[src/rtl/z80_io_initiator.sv]
// Z80 I/O bus initiator: runs one IN/OUT cycle (T1/T2/TW/T3) per CMD write from a Wishbone slave.
// Optional Z80_WAIT_TIMEOUT_EN aborts cycles stuck in external wait for 16'hFFFF clocks.
module z80_io_initiator #(
    parameter logic [31:0] BASE_ADDRESS   = 32'h3000_0100,
    parameter logic [31:0] CMD_ADDRESS    = BASE_ADDRESS,
    parameter logic [31:0] WDATA_ADDRESS  = BASE_ADDRESS + 32'd4,
    parameter logic [31:0] RDATA_ADDRESS  = BASE_ADDRESS + 32'd8,
    parameter logic [31:0] STATUS_ADDRESS = BASE_ADDRESS + 32'd12,
    parameter int unsigned TSTATE_DIV     = 8,
    parameter int unsigned WAIT_STATES    = 1
) (
    input  logic        clk,
    input  logic        reset,
    output logic [7:0]  z80_address_bus,
    output logic [7:0]  z80_data_bus_out,
    input  logic [7:0]  z80_data_bus_in,
    output logic        z80_bus_dir,
    output logic        z80_ioreq_b,
    output logic        z80_read_strobe_b,
    output logic        z80_write_strobe_b,
    output logic        z80_m1,
    input  logic        z80_wait_b,
    input  logic        wb_cyc_in,
    input  logic        wb_stb_in,
    input  logic        wb_we_in,
    input  logic [31:0] wb_addr_in,
    input  logic [31:0] wb_data_in,
    output logic        wb_ack_out,
    output logic [31:0] wb_data_out,
    output logic        irq_out
);

    localparam int unsigned CW  = $clog2(TSTATE_DIV);
    localparam int unsigned TWW = (WAIT_STATES > 1) ? $clog2(WAIT_STATES) : 1;
    localparam logic [CW-1:0]  CNT_LAST = CW'(TSTATE_DIV - 1);
    localparam logic [TWW-1:0] TW_LAST  = TWW'(WAIT_STATES - 1);

    typedef enum logic [2:0] {
        S_IDLE,
        S_T1,
        S_T2,
        S_TW,
        S_T3,
        S_DONE
    } state_t;

    state_t state, state_next;

    logic [CW-1:0]  cnt;
    logic           tick;
    logic [TWW-1:0] tw_cnt, tw_cnt_next;
    logic           extra_tw, extra_tw_next;
    logic           wait_meta, wait_sync;

    logic [7:0]     cmd_port;
    logic           cmd_dir;
    logic [7:0]     wdata_reg;
    logic [7:0]     rdata_reg;
    logic           done_flag;
    logic           overrun_flag;
    logic           timeout_flag;
    logic           abort;

    logic           wb_req, wb_hit;
    logic           wr_cmd, wr_wdata, wr_status;
    logic           start, busy, cyc_dir;
    logic           active_next, strobe_next, capture;
    logic [31:0]    rd_mux;
    logic           unused_wb_bits;

    assign z80_m1 = 1'b1;
    assign unused_wb_bits = ^wb_data_in[31:9];

    // Wishbone decode
    assign wb_req    = wb_cyc_in & wb_stb_in & ~wb_ack_out;
    assign wb_hit    = (wb_addr_in == CMD_ADDRESS)   || (wb_addr_in == WDATA_ADDRESS) ||
                       (wb_addr_in == RDATA_ADDRESS) || (wb_addr_in == STATUS_ADDRESS);
    assign wr_cmd    = wb_req & wb_we_in & (wb_addr_in == CMD_ADDRESS);
    assign wr_wdata  = wb_req & wb_we_in & (wb_addr_in == WDATA_ADDRESS);
    assign wr_status = wb_req & wb_we_in & (wb_addr_in == STATUS_ADDRESS);

    assign start   = wr_cmd && (state == S_IDLE);
    assign busy    = (state == S_T1) || (state == S_T2) || (state == S_TW) || (state == S_T3);
    assign cyc_dir = start ? wb_data_in[8] : cmd_dir;
    assign tick    = (cnt == CNT_LAST);
    assign capture = (state == S_T3) && tick && !cmd_dir;

    assign active_next = (state_next == S_T1) || (state_next == S_T2) ||
                         (state_next == S_TW) || (state_next == S_T3);
    assign strobe_next = (state_next == S_T2) || (state_next == S_TW) || (state_next == S_T3);

`ifdef Z80_WAIT_TIMEOUT_EN
    logic [15:0] to_cnt;

    assign abort = (state == S_TW) && extra_tw && (to_cnt == 16'hFFFF);

    always_ff @(posedge clk or posedge reset) begin
        if (reset) begin
            to_cnt       <= '0;
            timeout_flag <= 1'b0;
        end else begin
            if ((state == S_TW) && extra_tw)
                to_cnt <= to_cnt + 1'b1;
            else
                to_cnt <= '0;
            if (abort)
                timeout_flag <= 1'b1;
            else if (wr_status && wb_data_in[3])
                timeout_flag <= 1'b0;
        end
    end
`else
    assign abort        = 1'b0;
    assign timeout_flag = 1'b0;
`endif

    always_comb begin
        state_next    = state;
        tw_cnt_next   = tw_cnt;
        extra_tw_next = extra_tw;
        case (state)
            S_IDLE: if (start) state_next = S_T1;
            S_T1:   if (tick) state_next = S_T2;
            S_T2: begin
                if (tick) begin
                    state_next    = S_TW;
                    tw_cnt_next   = '0;
                    extra_tw_next = 1'b0;
                end
            end
            S_TW: begin
                if (abort) begin
                    state_next = S_DONE;
                end else if (tick) begin
                    // Once the programmed TWs are used up, each further TW is decided by WAIT
                    if (tw_cnt != TW_LAST)
                        tw_cnt_next = tw_cnt + 1'b1;
                    else if (!wait_sync)
                        extra_tw_next = 1'b1;
                    else
                        state_next = S_T3;
                end
            end
            S_T3:   if (tick) state_next = S_DONE;
            S_DONE: state_next = S_IDLE;
            default: state_next = S_IDLE;
        endcase
    end

    always_ff @(posedge clk or posedge reset) begin
        if (reset) begin
            state    <= S_IDLE;
            cnt      <= '0;
            tw_cnt   <= '0;
            extra_tw <= 1'b0;
        end else begin
            state    <= state_next;
            tw_cnt   <= tw_cnt_next;
            extra_tw <= extra_tw_next;
            if ((state_next != state) || tick)
                cnt <= '0;
            else if (state != S_IDLE)
                cnt <= cnt + 1'b1;
        end
    end

    always_ff @(posedge clk or posedge reset) begin
        if (reset) begin
            wait_meta <= 1'b1;
            wait_sync <= 1'b1;
        end else begin
            wait_meta <= z80_wait_b;
            wait_sync <= wait_meta;
        end
    end

    // Bus outputs are registered from the next state so they switch on the same edge as the FSM
    always_ff @(posedge clk or posedge reset) begin
        if (reset) begin
            z80_address_bus    <= '0;
            z80_data_bus_out   <= '0;
            z80_bus_dir        <= 1'b0;
            z80_ioreq_b        <= 1'b1;
            z80_read_strobe_b  <= 1'b1;
            z80_write_strobe_b <= 1'b1;
            irq_out            <= 1'b0;
        end else begin
            z80_bus_dir        <= active_next & cyc_dir;
            z80_ioreq_b        <= ~strobe_next;
            z80_read_strobe_b  <= ~(strobe_next & ~cyc_dir);
            z80_write_strobe_b <= ~(strobe_next & cyc_dir);
            irq_out            <= (state_next == S_DONE);
            if (start) begin
                z80_address_bus  <= wb_data_in[7:0];
                z80_data_bus_out <= wb_data_in[8] ? wdata_reg : 8'h00;
            end else if (state == S_DONE) begin
                z80_address_bus  <= '0;
                z80_data_bus_out <= '0;
            end
        end
    end

    always_ff @(posedge clk or posedge reset) begin
        if (reset) begin
            cmd_port     <= '0;
            cmd_dir      <= 1'b0;
            wdata_reg    <= '0;
            rdata_reg    <= '0;
            done_flag    <= 1'b0;
            overrun_flag <= 1'b0;
        end else begin
            if (start) begin
                cmd_port <= wb_data_in[7:0];
                cmd_dir  <= wb_data_in[8];
            end
            if (wr_wdata)
                wdata_reg <= wb_data_in[7:0];
            if (capture)
                rdata_reg <= z80_data_bus_in;
            if (state_next == S_DONE)
                done_flag <= 1'b1;
            else if (wr_status && wb_data_in[1])
                done_flag <= 1'b0;
            if (wr_cmd && (state != S_IDLE))
                overrun_flag <= 1'b1;
            else if (wr_status && wb_data_in[2])
                overrun_flag <= 1'b0;
        end
    end

    always_comb begin
        rd_mux = '0;
        if (wb_addr_in == CMD_ADDRESS)
            rd_mux = {23'd0, cmd_dir, cmd_port};
        else if (wb_addr_in == WDATA_ADDRESS)
            rd_mux = {24'd0, wdata_reg};
        else if (wb_addr_in == RDATA_ADDRESS)
            rd_mux = {24'd0, rdata_reg};
        else if (wb_addr_in == STATUS_ADDRESS)
            rd_mux = {28'd0, timeout_flag, overrun_flag, done_flag, busy};
    end

    always_ff @(posedge clk or posedge reset) begin
        if (reset) begin
            wb_ack_out  <= 1'b0;
            wb_data_out <= '0;
        end else begin
            wb_ack_out  <= wb_req & wb_hit;
            wb_data_out <= (wb_req & wb_hit & ~wb_we_in) ? rd_mux : '0;
        end
    end

endmodule

[config.mk]
export PLATFORM = sky130hd
export DESIGN_NAME = z80_io_initiator
export DESIGN_NICKNAME = d
export VERILOG_FILES = /design/src/rtl/z80_io_initiator.sv
export SDC_FILE = /design/constraint.sdc
export NUM_CORES = 1
export LEC_CHECK = 0
export ABC_AREA = 1
export CORE_ASPECT_RATIO = 1.2
export CORE_MARGIN = 2
export CORE_UTILIZATION = 39
export CTS_CLUSTER_SIZE = 20
export DETAILED_ROUTE_END_ITERATION = 8
export GPL_TIMING_DRIVEN = 0
export PLACE_DENSITY = 0.79
export SLEW_MARGIN = 0
export SYNTH_ARGS = -nofsm -noshare
export SYNTH_HDL_FRONTEND = slang
export SYNTH_SLANG_ARGS = --single-unit
[constraint.sdc]
create_clock -name clk -period 1.73 [get_ports clk]
set_input_delay 0.173 -clock clk [delete_from_list [all_inputs] [get_ports clk]]
set_output_delay 0.173 -clock clk [all_outputs]
set_load 0.01 [all_outputs]
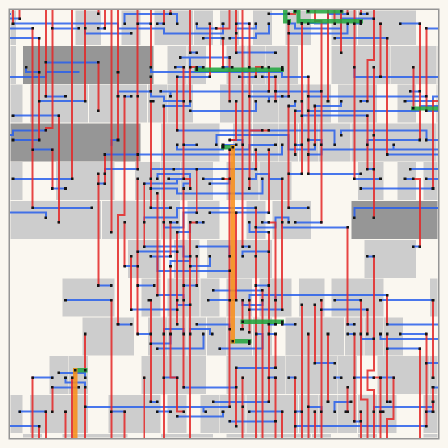
*Close-up of the layout, run 1*
Region (29, 16) to (59, 46) um. Cells in grey, sequential cells in the stronger grey; small squares are vias.
colour	layer
green	metal 3
blue	metal 1
red	metal 2
orange	metal 4
sequential cells in the window	3
most frequent	nand2_1 (17), inv_1 (12)
cells with their middle in the window	93
netlist names of flops here include	rdata_reg (2), wb_ack_out (1)

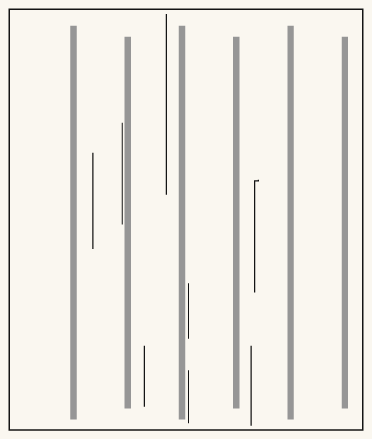
*M4 wires, run 1*
Scale: 4 px per um. Supply wires on this layer in grey.
main direction	vertical
longest straight run	44.9 um
share of all routed wire	2.1%

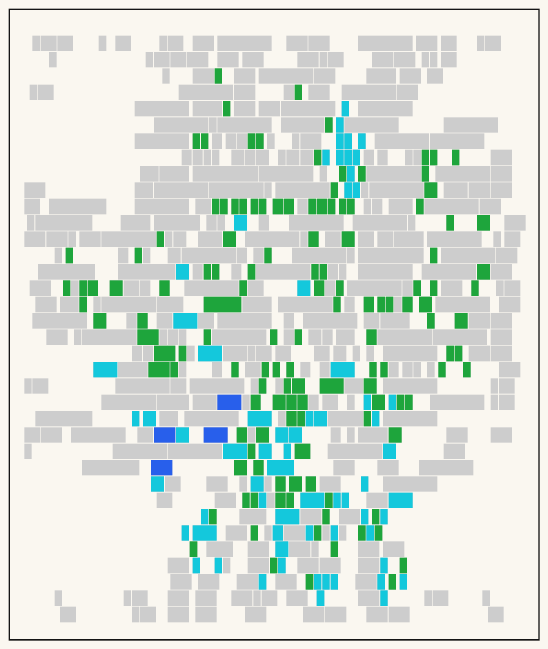
*Selected gate families, run 1*
Scale: 6 px per um.
colour	family	cells
green	nand cells	132
blue	mux cells	4
cyan	nor cells	66

==> impl_metrics.toml, run 1 <==
# synthesis and place-and-route metrics
[status]
status = "finished, final reports clean"

[logic_synthesis]
ys_seq_share_pct = 50.2
common_cells = "nand2_1 (99), dfrtp_1 (61), nor2_1 (52)"
simple_gate_share_pct = 26.8
fa_ha_area_share_pct = 0.757
edf_count = 0
top_cell = "nand2_1"
yosysChipArea_mm2 = 0.00330
ys_async_sr_fraction_pct = 100
ys_warn_count = 0
ys.flops = 66

[drt]
ant_nets = 0
wl_per_cell_um = 13.1
dr.pass1.iters = 5
wl_met1_um = 3270
drc = 0
wl_met2_um = 4650
viasPerCell = 4.65
wl_met3_um = 483
highest_layer = "met4"

[finish]
inverters_excl_clock = 51
fin_cells = 656
nNetsFinal = 617
lay_top_cells = "nand2_1 (89), clkdlybuf4s50_1 (83), dfrtp_1 (60)"
clock_tree_area_fraction_pct = 4.28
area_growth_pct = 48.5
num_antenna_cells = 0
design_area_mm2 = 0.00491
clock_buffers = 11
num-multi-input-gates = 277
lay_top_count = "nand2_1"

[timing]
relSlewSlack_pct = 50.0
period_needed_ns = 1.69
fmax_mhz = 592
slew_viol_final = 0
finalHoldViolations = 0
rsz0062_at_grt = "yes"
fin_ws_ns = 0.0403
clock-skew-final_ns = 0.00875

[place]
io_buffer_count = 85
hpwl_um = 6050

[global_route]
antenna_found_initial = 0
busiest_layer = "met2"
use_met3_pct = 3.63
met1_usage_pct = 21.8
grt_max_degree = 67

[clock_network]
clk_pin_slew_ns = 0.07
cts_root_buf = "clkbuf_8"
cts_made_buffers = 9
htreeDepth = 3

[pwr]
comb-power_uw = 634
ir_drop_v = 0.000506
finalPower_uw = 3680
p_int_uw = 2750
seqPwrFrac_pct = 44.7
clkPwrFrac_pct = 38.0
p_sw_share_pct = 25.4

[die]
fp-row-count = 36
n_tap_cell = 114
dieArea_mm2 = 0.00923
dieWidth_um = 88.0

[setup_path]
cp_cell_sequence = "ha_2, ha_4, nand3_2, nand3_2, a21oi_2, nor2_4, buf_4, nand3_1, nand2_1, a21oi_2"
worst_ep_required_time_ns = 2.01
cp.depth = 10
path_class = "reg2reg"
critPathCaptureType = "flop"

[run]
tool_warnings = 50

[worst_hold_path]
min_to = "wait_meta"
==> run 2: changes to the inputs <==
Settings changed: GPL_TIMING_DRIVEN 0 to 1.
==> impl_metrics.toml, run 2 <==
# synthesis and place-and-route metrics
[timing]
finalHoldViolations = 0
fin_ws_ns = 0.0175
period_needed_ns = 1.71
fin_hold_ws_ns = 0.229
slew_viol_final = 0
fmax_mhz = 584
rsz0062_at_grt = "yes"
clock-skew-final_ns = 0.00969

[worst_hold_path]
holdPathStages = 1
min_to = "wait_meta"
holdCritStartpoint = "z80_wait_b"

[pwr]
seqPwrFrac_pct = 44.4
seq_power_uw = 1650
clkPwrFrac_pct = 39.4
pwr-share-comb_pct = 16.2
power.group.top = "sequential cells"
comb-power_uw = 601
p_sw_share_pct = 25.7
ir_drop_v = 0.000509
p_int_uw = 2750
finalPower_uw = 3710

[logic_synthesis]
ys_seq_share_pct = 50.2
yosysChipArea_mm2 = 0.00330
syn_inst = 401
synth.avg_cell_area_um2 = 8.24
netlist.top_cell.by_area = "dfrtp_1"
netlist_logic_family_top = "simple AND/OR/NAND/NOR gates"
top_area_share_pct = 46.2
simple_gate_share_pct = 26.8
edf_count = 0
ys_async_sr_fraction_pct = 100
ys.flops = 66
common_cells = "nand2_1 (99), dfrtp_1 (61), nor2_1 (52)"
yosysUniqueCellTypes = 33
ys_warn_count = 0
fa_ha_area_share_pct = 0.757
top_cell = "nand2_1"

[drt]
ant_nets = 0
wl_met1_um = 3300
wl_met2_um = 4560
dr.pass1.iters = 4
wl_met3_um = 428
highest_layer = "met4"
drc = 0
drtIter0Drc = 198
viasPerCell = 4.64

[finish]
num-multi-input-gates = 277
area_share_nonclk_buffers_pct = 23.7
inverters_excl_clock = 51
design_area_mm2 = 0.00479
num_antenna_cells = 0
nNetsFinal = 606
lay_top_cells = "nand2_1 (95), clkdlybuf4s50_1 (85), dfrtp_1 (60)"
clock_tree_area_fraction_pct = 4.73
fin_cells = 645
area_growth_pct = 45.0
mi_logic_area_mm2 = 0.00142
dominant_cells = "flip-flops and latches"
lay_top_count = "nand2_1"
drive_gt1_share_pct = 19.8
clock_buffers = 10

[clock_network]
htreeDepth = 3
clockBufferDepth = 2
cts_made_buffers = 9
clock-sinks = 66
postCtsHoldBufs = 0
cts_root_buf = "clkbuf_8"
clk_latency_ns = 0.35
clk_pin_slew_ns = 0.07

[setup_path]
cp.depth = 7
crit_path_start = "state[0]"
r2r_cells = 7
critPathLaunchType = "flop"
reg2reg_slack_ns = 0.02
cp_data_arrival_time_ns = 1.94
r2r_end = "rdata_reg[1]"
path_buffers = 2
path_class = "reg2reg"
critPathCaptureType = "flop"
crit_path_frequent_cell = "nor2_4"
worst_ep_required_time_ns = 1.96
cp_cell_sequence = "nor2_2, nand2_2, nor2_4, inv_1, buf_4, nor2_4, mux2_2"

[die]
dieWidth_um = 88.0
n_tap_cell = 114
dieArea_mm2 = 0.00923
coreArea_mm2 = 0.00820
fp-row-count = 36

[place]
hpwl_um = 6140
io_buffer_count = 85
gp_congestion = 0.860

[global_route]
use_met3_pct = 3.95
first_global_vias = 3105
grt_pass1_wl_um = 14000
busiest_layer = "met2"
met1_usage_pct = 23.1
antenna_found_initial = 0
grt_max_degree = 67

[run]
max_cap_violations = 0
tool_warnings = 50

[status]
status = "finished, final reports clean"
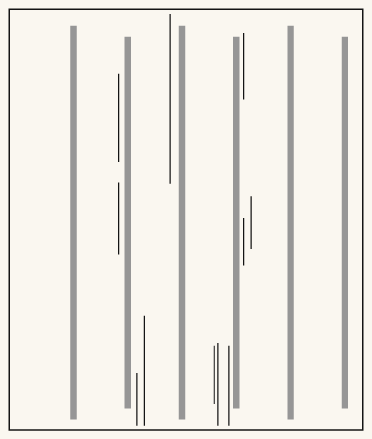
*M4 wires, run 2*
Scale: 4 px per um. Supply wires on this layer in grey.
share of all routed wire	2.6%
longest straight run	42.2 um
main direction	vertical
vias: 2990
Routed WL: 8510 um

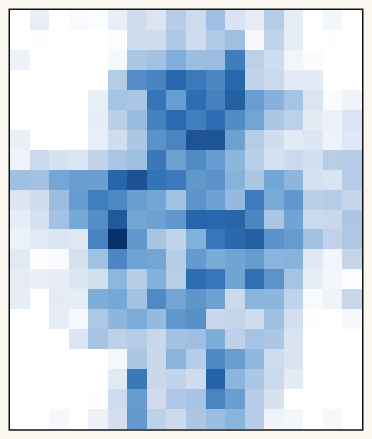
*Wire density map, run 2*
Scale: 4 px per um. The die is cut into 18 by 21 equal tiles; white is low, dark blue is high, scaled to the fullest tile. Values are wire area over tile area, all layers added.
densest ninth of the die	centre
emptiest ninth of the die	upper left
mean over tiles	0.15
fullest tile	0.51
wire per inst: 13.2 um
Tot GR Track Use: 19.3%

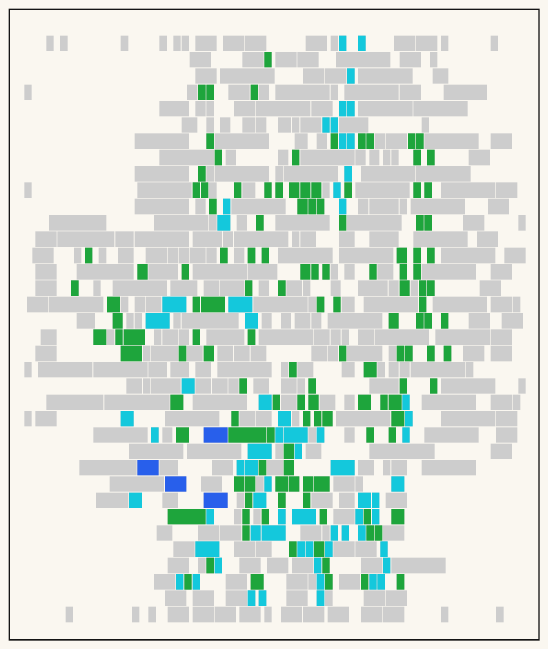
*Selected gate families, run 2*
Scale: 6 px per um.
colour	family	cells
green	nand cells	132
blue	mux cells	4
cyan	nor cells	66

No activity file was given, so power comes from the tool's default toggle rates.
